==> config.mk <==
export PLATFORM = sky130hd
export DESIGN_NAME = wdt_ctrl
export DESIGN_NICKNAME = d
export VERILOG_FILES = /design/src/rtl/wdt_ctrl.sv
export SDC_FILE = /design/constraint.sdc
export NUM_CORES = 1
export LEC_CHECK = 0
export ABC_AREA = 1
export CORE_MARGIN = 3
export CORE_UTILIZATION = 25
export DETAILED_ROUTE_END_ITERATION = 10
export PLACE_DENSITY = 0.51
export SYNTH_ARGS = -nofsm -noshare
export SYNTH_HDL_FRONTEND = slang
export SYNTH_SLANG_ARGS = --single-unit
==> constraint.sdc <==
create_clock -name clk -period 3.8 [get_ports clk]
set_input_delay 0.76 -clock clk [delete_from_list [all_inputs] [get_ports clk]]
set_output_delay 0.76 -clock clk [all_outputs]
set_load 0.01 [all_outputs]
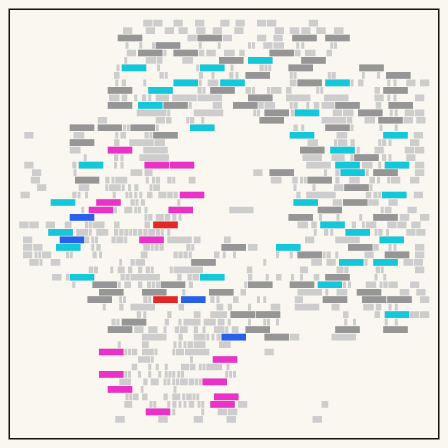
Fig. 1. Where the registers sit.
Other sequential cells in the stronger grey, the rest of the logic in the fainter grey.
legend:
  `st_q`:
    colour: blue
    sequential_cells: 4
  `err_q`:
    colour: red
    sequential_cells: 2
  `cnt_q`:
    colour: magenta
    sequential_cells: 16
  `reg_rdata`:
    colour: cyan
    sequential_cells: 32
not coloured: 71
post-layout util: 35.07%
sequential cell area: 3128 µm²
sequential cell power: 1.82 mW

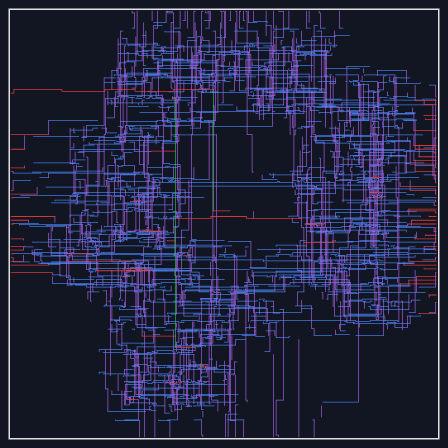
Fig. 2. Signal wires by layer.
legend:
  M4:
    colour: green
    wire_length: 136 µm
  M1:
    colour: blue
    wire_length: 7880 µm
  M2:
    colour: purple
    wire_length: 7100 µm
  M3:
    colour: red
    wire_length: 616 µm
Tot GR Track Use: 13.39%
DR vias: 4452
post-DR wirelength/cell: 15.76 µm
total wire length: 15730 µm

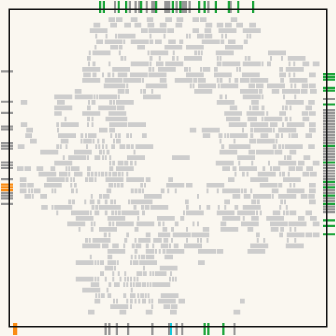
Fig. 3. I/O pins on the die edge.
Pins as bars across the die edge, other pins in grey.
legend:
  `wtocnt`:
    colour: green
    pins: 32
    direction: output
    edge: 15 right, 14 top, 3 bottom
  `cnt_enable`:
    colour: cyan
    pins: 1
    direction: output
    edge: bottom
  `reg_addr`:
    colour: orange
    pins: 5
    direction: input
    edge: 3 left, 2 bottom
all pins by edge: 48 right, 31 top, 19 left, 15 bottom
Port Buffer Count: 110
Die Ht: 155.7 µm
Die W: 155.7 µm

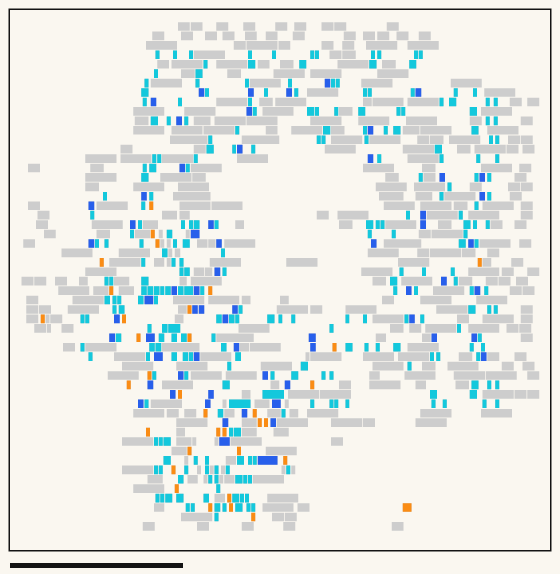
Fig. 4. Gate families picked out.
Bar = 50 µm.
legend:
  aoi and oai cells:
    colour: blue
    cells: 63
    most_used: o21ai_0
  inv cells:
    colour: orange
    cells: 34
    most_used: inv_1
  nand cells:
    colour: cyan
    cells: 266
    most_used: nand2_1
    where: widely spread
combinational share of cell area: 28.55%
most common logic cell in the routed design: nand2_1

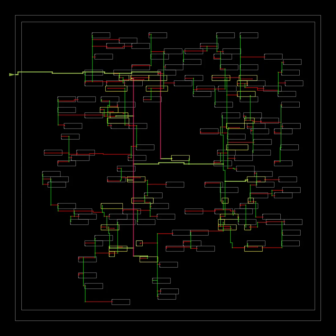
Fig. 5. Clock routing.
number of clock buffers in the layout: 20
skew final: 0.009074 ns

==> GITHUB_STEP_SUMMARY <==
## Synthesis and layout report

| Metric | Value |
|---|---|
| Status | completed |
| # resized after CTS | 0 |
| Worst slew margin | 49.23% |
| Internal power | 3.558 mW |
| Post-Syn Instances | 596 |
| Switching share of power | between 30% and 40% |
| Vias per cell | 4.461 |
| Registers, synthesis | 125 |
| Non-clk bufs | 121 |
| Hold-fix buffers at CTS | 0 |
| Max-slew violation count | 0 |
| Max cap viols | 0 |
| Syn nets | ~650 |
| Crit Path Class | reg2out |
| Hold-critical path depth | 2 |
| Full die area | ~24000 µm² |
| Worst VDD drop | 0.0003004 V |
| Root buf cell | clkbuf_16 |
| H-tree levels | 4 |
| Achievable Freq | 405.5 MHz |
| Final GP Congestion | 0.7832 |
| Clock-pin transition on the worst setup and hold timing paths | 0.06 ns |
| Overall power | 5.237 mW |
| Total grt overflow | 0 |
| GR Layer Usage met3 | under 10% |
| ClkCell Share | under 10% |
| Final antenna-violating net count | 0 |
| Syn avg cell area | 9.403 µm² |
| PD cells | 680.0 nW/µm² |
| Asr flop ratio synth | 100.0% |
| Buffering overhead | 15.53% |
==> synth_stat cells, types with 2 or more instances <==
master    instances  area share [%]
nand2_1         190              13
dfrtp_1         125              56
o21ai_0          45             4.0
nand4_1          43             4.8
inv_1            31             2.1
nand3_1          30             2.7
mux2_2           27             5.4
nor2_1           21             1.4
clkbuf_1         15             1.0
ha_1             13             2.9
buf_2            11            0.98
xor2_1            9             1.4
a21oi_1           7            0.63
buf_6             3            0.60
o21ai_1           3            0.27
o21bai_1          3            0.40
a21o_1            2            0.27
buf_4             2            0.27
inv_2             2            0.13
nand3_4           2            0.63
nor2_2            2            0.22
or2_2             2            0.22
==> critical path, cell delays in order (launching register included) <==
cell             delay, ns
dfrtp_1               0.41
inv_1                 0.13
ha_1                  0.21
clkdlybuf4s50_1       0.55
==> kinds of logic (layout without fill, tap and decap cells) <==
family | Yosys count | after routing | share of synthesized area, %
fa+ha+maj | 13 | 13 | 2.903
mux | 27 | 27 | 5.425
buf+inv | 65 | 187 | 5.135
simple gates | 292 | 292 | 22.91
flops | 125 | 125 | 55.82
compound gates | 65 | 65 | 6.408
xor+xnor | 9 | 9 | 1.407
==> per-layer routing <==
layer / routed length, µm / share of wire [%]
met1: 7877 / 50
met3: 616 / 3.9
met4: 136 / 0.86
met5: 0 / 0
met2: 7095 / 45
==> power groups by stage <==
| stage | Sequential (mW) | Combinational [mW] | Clock (mW) |
|---|---|---|---|
| finish | 1.82 | 1.50 | 1.91 |
| global route | 1.87 | 1.68 | 2.00 |
| CTS | 1.83 | 1.54 | 1.95 |
| detailed placement | 1.85 | 1.53 | 0 |
| global placement | 1.84 | 1.52 | 0 |
| floorplan | 1.89 | 0.801 | 0 |
Power is estimated from default activity; no workload was simulated.
